==> src/rtl/hop_frame_rx.sv <==
// hop_frame_rx: UART 8N1 receiver assembling BYTES bytes into an N*SIZE-bit pattern.
// Define HOP_RX_CHECKSUM_EN to require a trailing XOR checksum byte per frame.
module hop_frame_rx #(
  parameter int SIZE         = 8,
  parameter int N            = 8,
  parameter int CLK_FREQ     = 50_000_000,
  parameter int BAUD         = 115200,
  parameter int TIMEOUT_BITS = 32
) (
  input  logic              clk,
  input  logic              rst_n,
  input  logic              rx,
  output logic [N*SIZE-1:0] data,
  output logic              done,
  output logic              err
);
  localparam int DIV    = CLK_FREQ / BAUD;
  localparam int BYTES  = (N * SIZE + 7) / 8;
  localparam int TO_MAX = TIMEOUT_BITS * DIV;
  localparam int CW     = $clog2(DIV + 1);
  localparam int IW     = $clog2(BYTES + 2);
  localparam int TW     = $clog2(TO_MAX + 1);
`ifdef HOP_RX_CHECKSUM_EN
  typedef enum logic [2:0] {IDLE, START, DATA, STOP, CHK} state_t;
`else
  typedef enum logic [2:0] {IDLE, START, DATA, STOP} state_t;
`endif
  state_t state, state_n, nxt_stop;
  logic [1:0]         rx_q;
  logic               rx_s, rx_d, fall, tick, fin;
  logic [CW-1:0]      cnt;
  logic [2:0]         bitn;
  logic [7:0]         sh;
  logic [IW-1:0]      idx;
  logic [TW-1:0]      to;
  logic [BYTES*8-1:0] shadow;
  assign rx_s = rx_q[1];
  assign fall = rx_d & ~rx_s;
  assign tick = cnt == '0;
`ifdef HOP_RX_CHECKSUM_EN
  logic [7:0] xr;
  assign nxt_stop = (idx == IW'(BYTES)) ? CHK : STOP;
`else
  assign nxt_stop = STOP;
`endif
  always_ff @(posedge clk or negedge rst_n)
    if (!rst_n) state <= IDLE;
    else state <= state_n;
  always_comb begin
    state_n = state;
    case (state)
      IDLE:    state_n = fall ? START : IDLE;
      START:   state_n = !tick ? START : rx_s ? IDLE : DATA;
      DATA:    state_n = (tick && bitn == 3'd7) ? nxt_stop : DATA;
      default: state_n = tick ? IDLE : state;
    endcase
  end
  always_ff @(posedge clk or negedge rst_n)
    if (!rst_n) begin
      rx_q   <= 2'b11;
      rx_d   <= 1'b1;
      cnt    <= '0;
      bitn   <= '0;
      sh     <= '0;
      idx    <= '0;
      to     <= '0;
      shadow <= '0;
      fin    <= 1'b0;
      data   <= '0;
      done   <= 1'b0;
      err    <= 1'b0;
`ifdef HOP_RX_CHECKSUM_EN
      xr     <= '0;
`endif
    end else begin
      rx_q <= {rx_q[0], rx};
      rx_d <= rx_s;
      fin  <= 1'b0;
      err  <= 1'b0;
      done <= fin;
      if (fin) data <= shadow[N*SIZE-1:0];
      cnt <= (state == IDLE) ? CW'(DIV / 2) : tick ? CW'(DIV - 1) : cnt - CW'(1);
      if (state == START) bitn <= '0;
      else if (state == DATA && tick) begin
        bitn <= bitn + 3'd1;
        sh   <= {rx_s, sh[7:1]};
      end
      // partial frame ages only while the line sits idle between bytes
      to <= (state == IDLE && idx != '0) ? to + TW'(1) : '0;
      if (state == IDLE && idx != '0 && to == TW'(TO_MAX - 1)) begin
        err <= 1'b1;
        idx <= '0;
      end
`ifdef HOP_RX_CHECKSUM_EN
      if (state == IDLE && idx == '0) xr <= '0;
      if (state == CHK && tick) begin
        idx <= '0;
        if (rx_s && sh == xr) fin <= 1'b1;
        else err <= 1'b1;
      end
`endif
      if (state == STOP && tick) begin
        if (!rx_s) begin
          err <= 1'b1;
          idx <= '0;
        end else begin
          shadow[8*int'(idx) +: 8] <= sh;
`ifdef HOP_RX_CHECKSUM_EN
          xr  <= xr ^ sh;
          idx <= idx + IW'(1);
`else
          fin <= idx == IW'(BYTES - 1);
          idx <= (idx == IW'(BYTES - 1)) ? '0 : idx + IW'(1);
`endif
        end
      end
    end
endmodule

==> config.mk <==
export PLATFORM = sky130hd
export DESIGN_NAME = hop_frame_rx
export DESIGN_NICKNAME = d
export VERILOG_FILES = /design/src/rtl/hop_frame_rx.sv
export SDC_FILE = /design/constraint.sdc
export NUM_CORES = 1
export LEC_CHECK = 0
export ABC_CLOCK_PERIOD_IN_PS = 2100
export CORE_UTILIZATION = 45
export DETAILED_ROUTE_END_ITERATION = 7
export PLACE_DENSITY = 0.7
export SLEW_MARGIN = 40
export SYNTH_ARGS = -nofsm -noshare
export SYNTH_HDL_FRONTEND = slang
export SYNTH_SLANG_ARGS = --single-unit
==> constraint.sdc <==
create_clock -name clk -period 2.1 [get_ports clk]
set_input_delay 0.42 -clock clk [delete_from_list [all_inputs] [get_ports clk]]
set_output_delay 0.42 -clock clk [all_outputs]
set_load 0.05 [all_outputs]
Fig. 1: run 1, local utilization
The die is cut into 13 by 13 equal tiles; black is low, pale yellow is high, 0 to 100% covered.
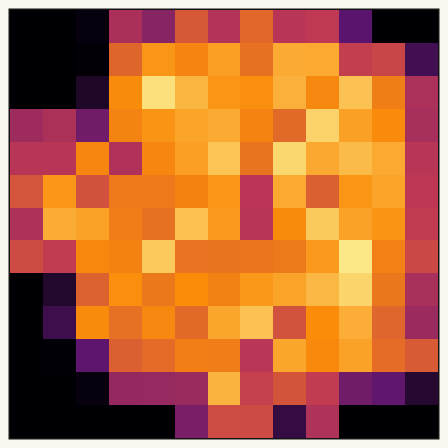
fullest tile: 95%
mean over tiles: 55%
tiles over 75% full: 28%
emptiest ninth of the die: lower left
nearly empty tiles: 15%
Initial Util: 46.4%
Final Util: 59.8%
core area: 16000 um2

Fig. 2: run 1, logic cells by family
Scale bar: 50 um.
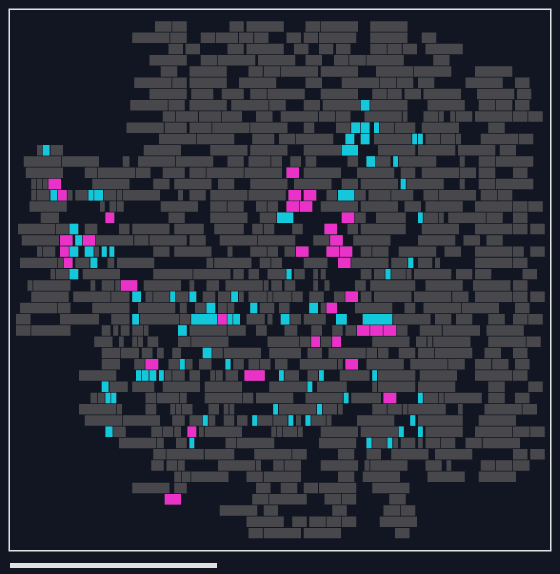
[nand cells] cyan | cells: 74 | most used: nand2_1
[and/or cells] magenta | cells: 34 | most used: and4_1

Fig. 3: run 1, port wiring
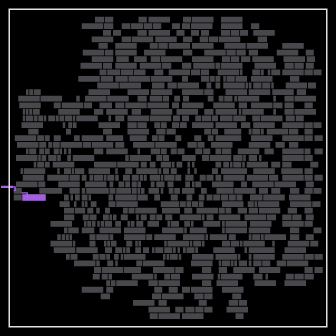
[rx] purple | bits: 1 | direction: input | end cells: 1 | buffers: 1 | wire: 7.60 um

==> reports/qor.yml, run 1 <==
syn-mean-instance-area_um2: 12.7
logic_area_um2: 2960
violations: "negative setup slack"
hold_path.class: "register to register"
synth_flops: 174
post-synth-top-area-cell: "dfrtp_1"
grt_pass1_wl_mm: 25.9
edf_count: 0
tool_warnings: 34
dpl.cell_count: 898
slew_violations: 0
synth-compound-area-share_pct: 5.14
fin_total_pwr_uw: 7240
ys_cells: 586
portBuffers: 68
cp_max_fo: 8
hold_viol_final: 0
pg_clk_uw: 3160
ys_async_sr_fraction_pct: 100
power_leader: "sequential cells"
max_freq_mhz: 473
synthCells: 586
fin_worst_skew_ns: 0.00928
final_area_um2: 9570
start_kind: "register"
final.setup.worst_slack_ns: -0.0154
top_logic_kind: "multiplexers"
critical_path.endpoint: "shadow[39]$_DFFE_PN0P_"
timing.rr.end: "shadow[39]$_DFFE_PN0P_"
rows: 46
sw_frac_of_total_pct: 22.8
syn_to_final_growth_pct: 28.9
numCtsBuffers: 17
synthAdderAreaFrac_pct: 2.02
ys_types: 49
ys_area_um2: 7420
arrival_ns: 2.45
power_frac_clock_pct: 43.6
synthXorXnorAreaFrac_pct: 2.01
r2r_slack_ns: -0.02
gr-total-overflow: 0
p_seq_uw: 3480
yosys-top-cells-count: "dfrtp_1, mux2_2, nand2_1"
status: "finished with violations"
worst_pin_slew_ns: 0.562
topCellsByArea: "dfrtp_1, mux2_2, mux2i_1"
antenna_found_initial: 0
finalNetCount: 720
cp.required_ns: 2.44
p_comb_share_pct: 8.3
gp_congestion: 0.883
die_w_um: 130
ir_worst_vdd_uv: 640
clkSinkCount: 174
mux_area_share_pct: 16.6
io-pin-count: 69
fillCellCount: 1280
yosys.area_share.simple_pct: 11.9
via_per_inst: 5.30
period_needed_ns: 2.12
finalSetupViolCount: 2
tns_ns: -0.0178
track_usage_pct: 20.1
rsz0062_at_grt: "true"
cts_root_buf: "clkbuf_16"
synth_seq_share_pct: 58.7
hold_depth: 0
hpwl_mm: 10.7
grt_max_degree: 64
maxSlewHeadroom_pct: 62.5
vias: 4936
final_cells: 932
cts_tree: "built"
crit_type: "register to register"
ys_warn_count: 0
h-tree-depth: 4
place_worst_setup_slack_ns: -0.173
syn_area_um2: 7420
min_period_over_period_pct: 101
routedWlPerCell_um: 16.9
intPower_uw: 5580
power.switching_uw: 1650
drc: 0
power_density_nw_per_um2: 756
grt_pass1_vias: 5072
ff_type: "dfrtp_1"
drt_first_pass_iters: 4
r2r-start: "idx[1]$_DFFE_PN0P_"
==> run 1: worst max-delay path, cell delays in order (launching register included) <==
cell	delay, ns
dfrtp_1	0.39
buf_6	0.12
nor3_2	0.16
ha_1	0.22
nand3_4	0.12
nor4_4	0.33
buf_4	0.19
nand3b_1	0.11
buf_6	0.18
mux2i_2	0.19
==> run 1: flip-flops by register name, indices dropped and copies added, names as in the netlist, 2 cells and up <==
register and flops:
rx_q 2, data 64, to 14, sh 8, bitn 3, cnt 9, shadow 64, idx 4
state 2
==> run 1: layout make-up <==
type / count / share of cell area (%)
clock buffer: 21 / 4.71
clock inverter: 9 / 1.43
inverter: 34 / 1.33
multi-input combinational: 348 / 30.9
sequential: 174 / 45.6
tap: 216 / 2.82
timing repair buffer: 130 / 13.2
==> run 1: cells in the final DEF (no fill, tap or decap), types with 4 or more instances in the layout <==
master,instances
nand3_1,13
xor2_1,12
dfrtp_1,170
mux2i_1,23
buf_12,7
mux2_2,72
nand4_1,12
a21o_1,19
a21bo_2,6
clkbuf_16,17
and3_1,4
nor3_1,6
nor2_1,28
and4_1,21
clkdlybuf4s50_1,67
a21oi_1,9
nand2_1,38
inv_1,32
buf_6,8
mux2_4,13
nand2b_1,5
buf_4,47
xnor2_1,5
ha_1,11
==> run 1: per-layer routing <==
metal / track usage [%] / vias to the layer above / part of all wire (%)
li1: - / 2300 / -
met1: 25.2 / 2532 / 43
met2: 34.3 / 86 / 51
met3: 4.52 / 18 / 3.9
met4: 7.44 / 0 / 1.3
met5: 0 / - / 0
==> run 1: what timing repair did <==
action | CTS | global route
hold endpoints to repair | 39 | 0
hold buffers | 1 | 0
resized | 16 | 20
pin swaps | 6 | 5
endpoints found under the setup margin | 65 | 59
setup buffers | 2 | 2
==> run 1 -> run 2 <==
- CTS_BUF_LIST: default -> sky130_fd_sc_hd__clkbuf_4 sky130_fd_sc_hd__clkbuf_8 sky130_fd_sc_hd__clkbuf_16
Fig. 4: run 2, port wiring
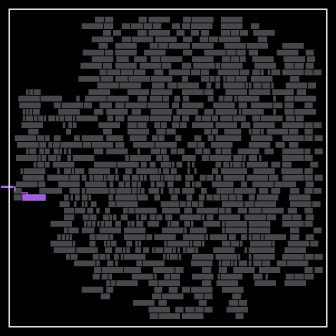
[rx] purple | bits: 1 | direction: input | end cells: 1 | buffers: 1 | wire: 7.60 um

Fig. 5: run 2, placement view
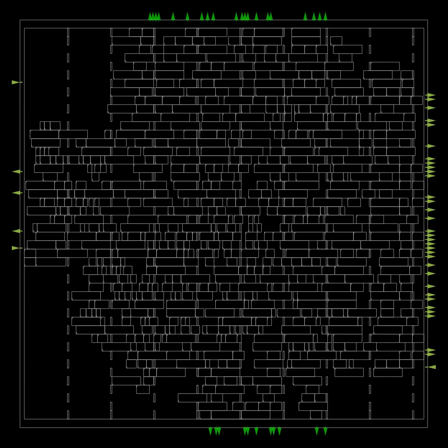
flop count: 174
final instance count without filler cells: 932

==> reports/qor.yml, run 2 <==
worst_pin_slew_ns: 0.535  # was 0.562 ns
ff_type: "dfrtp_1"  # unchanged
ys_area_um2: 7420  # unchanged
nClkBuffers: 21  # unchanged
drc: 0  # unchanged
comb_cells: 348  # unchanged
yosys-top-cells-count: "dfrtp_1, mux2_2, nand2_1"  # unchanged
ys_async_sr_fraction_pct: 100  # unchanged
yosys.area_share.simple_pct: 11.9  # unchanged
rows: 46  # unchanged
hold_path.class: "register to register"  # unchanged
min_period_over_period_pct: 101  # about the same
finalNetCount: 720  # unchanged
synthCells: 586  # unchanged
syn-mean-instance-area_um2: 12.7  # unchanged
finalSetupViolCount: 1  # was 2
cp.required_ns: 2.43  # was 2.44 ns
gr-total-overflow: 0  # unchanged
logic_area_um2: 2960  # unchanged
status: "finished with violations"  # unchanged
maxSlewHeadroom_pct: 64.2  # was 62.5%
final_area_um2: 9580  # was 9570 um2
p_comb_share_pct: 8.2  # was 8.3%
tap_cells: 216  # unchanged
violations: "negative setup slack"  # unchanged
rsz0062_at_grt: "true"  # unchanged
syn_area_um2: 7420  # unchanged
io-pin-count: 69  # unchanged
portBuffers: 68  # unchanged
power_frac_clock_pct: 43.9  # was 43.6%
routedWlPerCell_um: 16.8  # was 16.9 um
layout-drive-gt1-share_pct: 30.2  # was 29.7%
synthXorXnorAreaFrac_pct: 2.01  # unchanged
synth-compound-area-share_pct: 5.14  # unchanged
via_per_inst: 5.28  # was 5.30
antenna_found_initial: 0  # unchanged
grt_pass1_wl_mm: 25.9  # unchanged
syn_to_final_growth_pct: 29.0  # was 28.9%
slowest_stage: "dfrtp_1"  # unchanged
final.setup.worst_slack_ns: -0.0136  # was -0.0154 ns
edf_count: 0  # unchanged
track_usage_pct: 20.1  # about the same
ir_worst_vdd_uv: 633  # was 640 uV
clkSinkCount: 174  # unchanged
layout.nonclk_buf_share_pct: 13.2  # about the same
arrival_ns: 2.45  # about the same
fin_total_pwr_uw: 7270  # was 7240 uW
period_needed_ns: 2.11  # was 2.12 ns
fillCellCount: 1274  # was 1280
tool_warnings: 34  # unchanged
slew_violations: 0  # unchanged
nNonClkInverters: 34  # unchanged
drt_first_pass_iters: 5  # was 4
grt_max_degree: 64  # unchanged
hpwl_mm: 10.7  # unchanged
lay_top_cells: "dfrtp_1, mux2_2, clkdlybuf4s50_1"  # unchanged
mux_area_share_pct: 16.6  # unchanged
crit_type: "register to register"  # unchanged
power.switching_uw: 1640  # was 1650 uW
die_w_um: 130  # unchanged
numCtsBuffers: 17  # unchanged
slowest_delay_ns: 0.39  # about the same
final_common_cell: "dfrtp_1"  # unchanged
cp_max_fo: 8  # unchanged
synth_seq_share_pct: 58.7  # unchanged
ys_cells: 586  # unchanged
start_kind: "register"  # unchanged
hold_viol_final: 0  # unchanged
dpl.cell_count: 898  # unchanged
tns_ns: -0.0136  # was -0.0178 ns
grt_pass1_vias: 5055  # was 5072
largest_registers: "data (64), shadow (64), to (14)"  # unchanged
synthAdderAreaFrac_pct: 2.02  # unchanged
cp_cell_sequence: "buf_6, nor3_2, ha_1, nand3_4, nor4_4, buf_4, nand3b_1, buf_6, mux2i_2"  # unchanged
ys_types: 49  # unchanged
topCellsByArea: "dfrtp_1, mux2_2, mux2i_1"  # unchanged
fp_util_pct: 46.4  # unchanged
power_density_nw_per_um2: 759  # was 756 nW/um2
largest_class: "registers"  # unchanged
ys_warn_count: 0  # unchanged
place_worst_setup_slack_ns: -0.173  # unchanged
cpMostUsedCell: "buf_6"  # unchanged
n_all_buffers: 130  # unchanged
intPower_uw: 5620  # was 5580 uW
max_freq_mhz: 473  # about the same
cts_root_buf: "clkbuf_16"  # unchanged
gp_congestion: 0.883  # unchanged
clk_share_pct: 6.24  # was 6.13%
design.core.area_um2: 16000  # unchanged
utilization_pct: 59.9  # was 59.8%
h-tree-depth: 4  # unchanged
vias: 4924  # was 4936
cts_tree: "built"  # unchanged
fin_worst_skew_ns: 0.00882  # was 0.00928 ns
synth_flops: 174  # unchanged
Fig. 6: run 2, logic cells by family
Scale bar: 50 um.
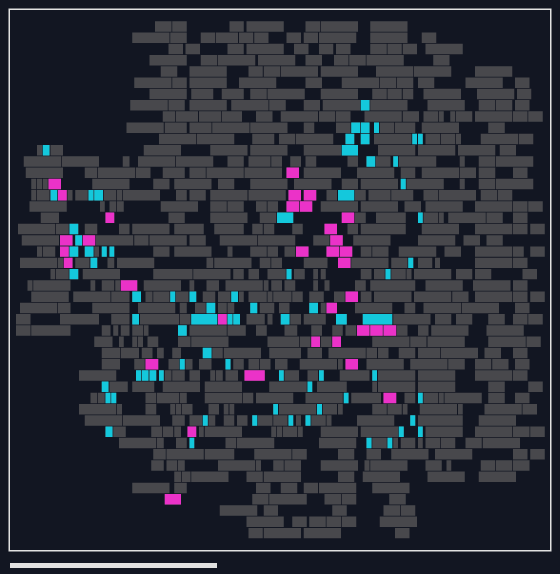
[and/or cells] magenta | cells: 34 | most used: and4_1
[nand cells] cyan | cells: 74 | most used: nand2_1

run 2: cell counts after synthesis:
Identical to the previous run, type by type.
run 2: critical path, delay by kind of cell (launching register included):
family,cells,cell delay (ns)
simple gates,4,0.72
buf+inv,3,0.49
flops,1,0.39
fa+ha+maj,1,0.22
mux,1,0.19
run 2: final timing paths:
check | start | endpoint | slack [ns] | cells after the start
setup / recovery | idx[1]$_DFFE_PN0P_ | shadow[39]$_DFFE_PN0P_ | -0.01 | 9
hold reg to reg | rx_q[0]$_DFF_PN1_ | rx_q[1]$_DFF_PN1_ | 0.35 | 0
hold / removal | rx_q[0]$_DFF_PN1_ | rx_q[1]$_DFF_PN1_ | 0.35 | 0
setup reg to reg | idx[1]$_DFFE_PN0P_ | shadow[39]$_DFFE_PN0P_ | -0.01 | 9
max in group asynchronous | rst_n | sh[5]$_DFFE_PN0P_ | 0.91 | 3
min in group asynchronous | rst_n | data[19]$_DFFE_PN0P_ | 0.50 | 2
run 2: metal layers:
layer | track usage [%] | part of all wire (%)
met5 | 0 | 0
met4 | 7.30 | 1.2
met3 | 4.11 | 3.7
met2 | 34.3 | 51
met1 | 25.5 | 44
run 2: what timing repair did:
item                                    4_1_cts  5_1_grt
hold endpoints to repair                     39        0
endpoints found under the setup margin       65       59
resized                                      16       20
hold buffers                                  1        0
pin swaps                                     6        5
setup buffers                                 2        2
run 2: power groups by stage:
stage | Combinational (uW) | Sequential [uW] | Clock, uW
3_5_place_dp | 584 | 3540 | 0
6_report | 597 | 3480 | 3190
3_3_place_gp | 551 | 3530 | 0
4_1_cts | 592 | 3480 | 3260
2_1_floorplan | 259 | 3580 | 0
5_1_grt | 676 | 3490 | 3390
==> run 2 -> run 3 <==
- GPL_ROUTABILITY_DRIVEN: default -> 0
- HOLD_SLACK_MARGIN: default -> 0.03
- RECOVER_POWER: default -> 25
Fig. 7: run 3, local utilization
The die is cut into 13 by 13 equal tiles; black is low, pale yellow is high, 0 to 100% covered.
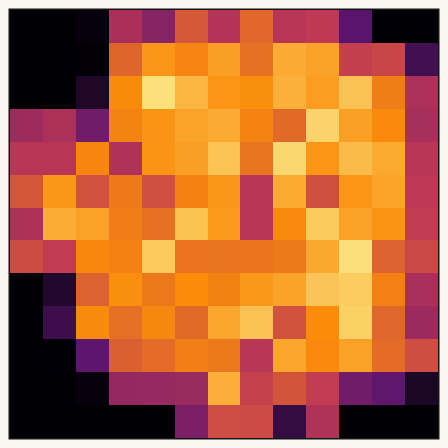
fullest tile: 93%
nearly empty tiles: 15%
tiles over 75% full: 29%
emptiest ninth of the die: lower left

Fig. 8: run 3, M3 wires
Scale bar: 50 um.
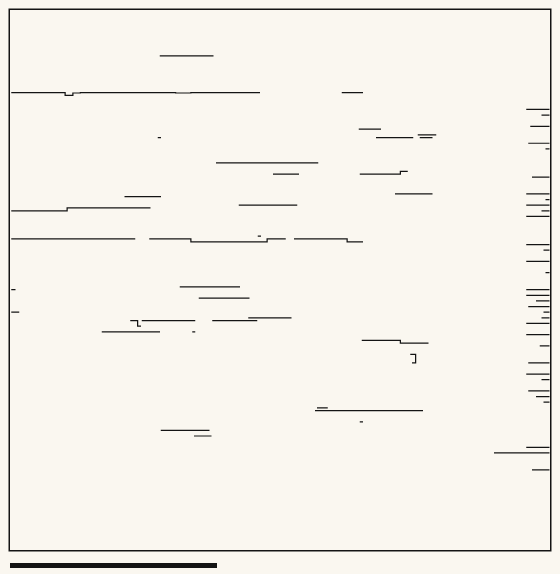
longest straight run: 29.7 um
share of all routed wire: 3.6%
Detailed Route WL: 15.7 mm
via count: 4950
M3 GR Usage: 4.11%

==> reports/qor.yml, run 3 <==
pg_clk_uw: 3190  # about the same
hpwl_mm: 10.7  # unchanged
power_density_nw_per_um2: 761  # was 759 nW/um2
yosys-top-cells-count: "dfrtp_1, mux2_2, nand2_1"  # unchanged
final.setup.worst_slack_ns: -0.0129  # was -0.0136 ns
final_cells: 932  # unchanged
cts_hold_buf: 1  # unchanged
synth-compound-area-share_pct: 5.14  # unchanged
sw_frac_of_total_pct: 22.7  # was 22.6%
synthCells: 586  # unchanged
hold_viol_final: 0  # unchanged
maxSlewHeadroom_pct: 22.9  # was 64.2%
p_comb_share_pct: 8.2  # about the same
drt_first_pass_iters: 4  # was 5
violations: "negative setup slack"  # unchanged
start_kind: "register"  # unchanged
finalNetCount: 720  # unchanged
synth_flops: 174  # unchanged
finalSetupViolCount: 1  # unchanged
max_freq_mhz: 473  # about the same
final_area_um2: 9550  # was 9580 um2
synthAdderAreaFrac_pct: 2.02  # unchanged
antenna_found_initial: 0  # unchanged
tool_warnings: 34  # unchanged
power_frac_clock_pct: 43.9  # about the same
topCellsByArea: "dfrtp_1, mux2_2, mux2i_1"  # unchanged
ir_worst_vdd_uv: 630  # was 633 uV
rows: 46  # unchanged
status: "finished with violations"  # unchanged
edf_count: 0  # unchanged
whs_ns: 0.360  # was 0.355 ns
power_leader: "sequential cells"  # unchanged
maxCapViolCount: 0  # unchanged
post-synth-top-area-cell: "dfrtp_1"  # unchanged
arrival_ns: 2.45  # about the same
track_usage_pct: 20.1  # unchanged
p_seq_uw: 3480  # about the same
syn_to_final_growth_pct: 28.6  # was 29.0%
cp_max_fo: 8  # unchanged
clk_pin_slew_ns: 0.06  # about the same
routedWlPerCell_um: 16.8  # about the same
fin_worst_skew_ns: 0.00925  # was 0.00882 ns
yosys.area_share.simple_pct: 11.9  # unchanged
mux_area_share_pct: 16.6  # unchanged
final_common_cell: "dfrtp_1"  # unchanged
synth_seq_share_pct: 58.7  # unchanged
hold_path.class: "register to register"  # unchanged
antenna_cells: 0  # unchanged
chip_area_um2: 17000  # unchanged
clkSinkCount: 174  # unchanged
via_per_inst: 5.31  # was 5.28
ys_types: 49  # unchanged
syn-mean-instance-area_um2: 12.7  # unchanged
ys_async_sr_fraction_pct: 100  # unchanged
first_iter_violations: 309  # was 286
numCtsBuffers: 17  # unchanged
fin_total_pwr_uw: 7270  # about the same
grt_pass1_vias: 5055  # unchanged
utilization_pct: 59.7  # was 59.9%
syn_area_um2: 7420  # unchanged
grt_pass1_wl_mm: 25.9  # unchanged
grt_max_degree: 64  # unchanged
gr-total-overflow: 0  # unchanged
period_needed_ns: 2.11  # about the same
worst_pin_slew_ns: 1.16  # was 0.535 ns
post_cts_buffers: 2  # unchanged
drc: 0  # unchanged
clockBufferDepth: 2  # unchanged
design.core.area_um2: 16000  # unchanged
cts_tree: "built"  # unchanged
seqPwrFrac_pct: 47.9  # about the same
cts_resized: 16  # unchanged
die_w_um: 130  # unchanged
layout-drive-gt1-share_pct: 30.0  # was 30.2%
h-tree-depth: 4  # unchanged
end_kind: "register"  # unchanged
tns_ns: -0.0129  # was -0.0136 ns
power.switching_uw: 1650  # was 1640 uW
insertion_delay_ns: 0.42  # about the same
synth_nets: 601  # unchanged
pg_comb_uw: 593  # was 597 uW
ys_cells: 586  # unchanged
ff_type: "dfrtp_1"  # unchanged
ys_area_um2: 7420  # unchanged
die_y_um: 130  # unchanged
place_worst_setup_slack_ns: -0.173  # unchanged
rsz0062_at_grt: "true"  # unchanged
ant_nets: 0  # unchanged
largest_registers: "data (64), shadow (64), to (14)"  # unchanged
cp.required_ns: 2.43  # about the same
synthXorXnorAreaFrac_pct: 2.01  # unchanged
ys_warn_count: 0  # unchanged
dpl.cell_count: 898  # unchanged
fp_util_pct: 46.4  # unchanged
fillCellCount: 1279  # was 1274
crit_type: "register to register"  # unchanged
cts_root_buf: "clkbuf_16"  # unchanged
placed_cell_area_um2: 8780  # unchanged
min_period_over_period_pct: 101  # about the same
yosysMostFrequentCell: "dfrtp_1"  # unchanged
lay_top_cells: "dfrtp_1, mux2_2, clkdlybuf4s50_1"  # unchanged
p_leak_uw: 0.00461  # was 0.00462 uW
slew_violations: 0  # unchanged
top_logic_kind: "multiplexers"  # unchanged
top_cell_area_share_pct: 57.6  # unchanged
intPower_uw: 5620  # about the same
Fig. 9: run 3, port wiring
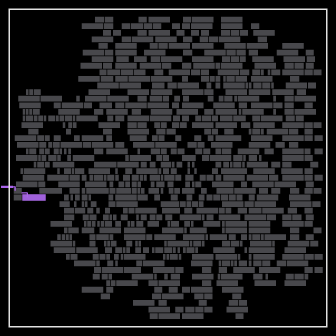
[rx] purple | bits: 1 | direction: input | end cells: 1 | buffers: 1 | wire: 7.10 um
I/O pins: 69
PortBufs: 68

run 3: routing by layer:
metal  up-vias  track usage [%]  part of all wire (%)
li1       2301                -                     -
met1      2543             25.5                    44
met2        92             34.3                    51
met3        14             4.11                   3.6
met4         0             7.30                   1.2
met5         -                0                     0
run 3: cell type report:
cell class	instances	area, um2	share of cell area [%]
clock buffers	21	462	4.83
clock inverters	9	136	1.43
inverters	34	128	1.34
multi-input cells	348	2960	31.0
flip-flops and latches	174	4360	45.6
well taps	216	270	2.83
repair buffers	130	1230	12.9
run 3: critical path, cell delays in order, from the launching register on:
cell and delay, ns:
dfrtp_1 0.39, buf_6 0.12, nor3_2 0.16, ha_1 0.22
nand3_4 0.12, nor4_4 0.33, buf_4 0.19, nand3b_1 0.11
buf_6 0.18, mux2i_2 0.19
run 3: cell families (layout without fill, tap and decap cells):
| group | Yosys count | in the layout |
|---|---|---|
| adders and majority gates | 12 | 12 |
| and+or+nand+nor | 155 | 155 |
| xor gates and xnor gates | 17 | 17 |
| muxes | 112 | 112 |
| buffers and inverters | 64 | 194 |
| AOI/OAI and AO/OA | 52 | 52 |
| DFF | 174 | 174 |
run 3: worst paths after layout:
check / startpoint / endpoint / slack [ns] / depth (start not counted)
max: idx[1]$_DFFE_PN0P_ / shadow[39]$_DFFE_PN0P_ / -0.01 / 9
min: rx_q[0]$_DFF_PN1_ / rx_q[1]$_DFF_PN1_ / 0.36 / 0
max reg2reg: idx[1]$_DFFE_PN0P_ / shadow[39]$_DFFE_PN0P_ / -0.01 / 9
min reg2reg: rx_q[0]$_DFF_PN1_ / rx_q[1]$_DFF_PN1_ / 0.36 / 0
max in group asynchronous: rst_n / data[5]$_DFFE_PN0P_ / 0.33 / 3
min in group asynchronous: rst_n / data[19]$_DFFE_PN0P_ / 0.77 / 2
Power is estimated from default activity; no workload was simulated.
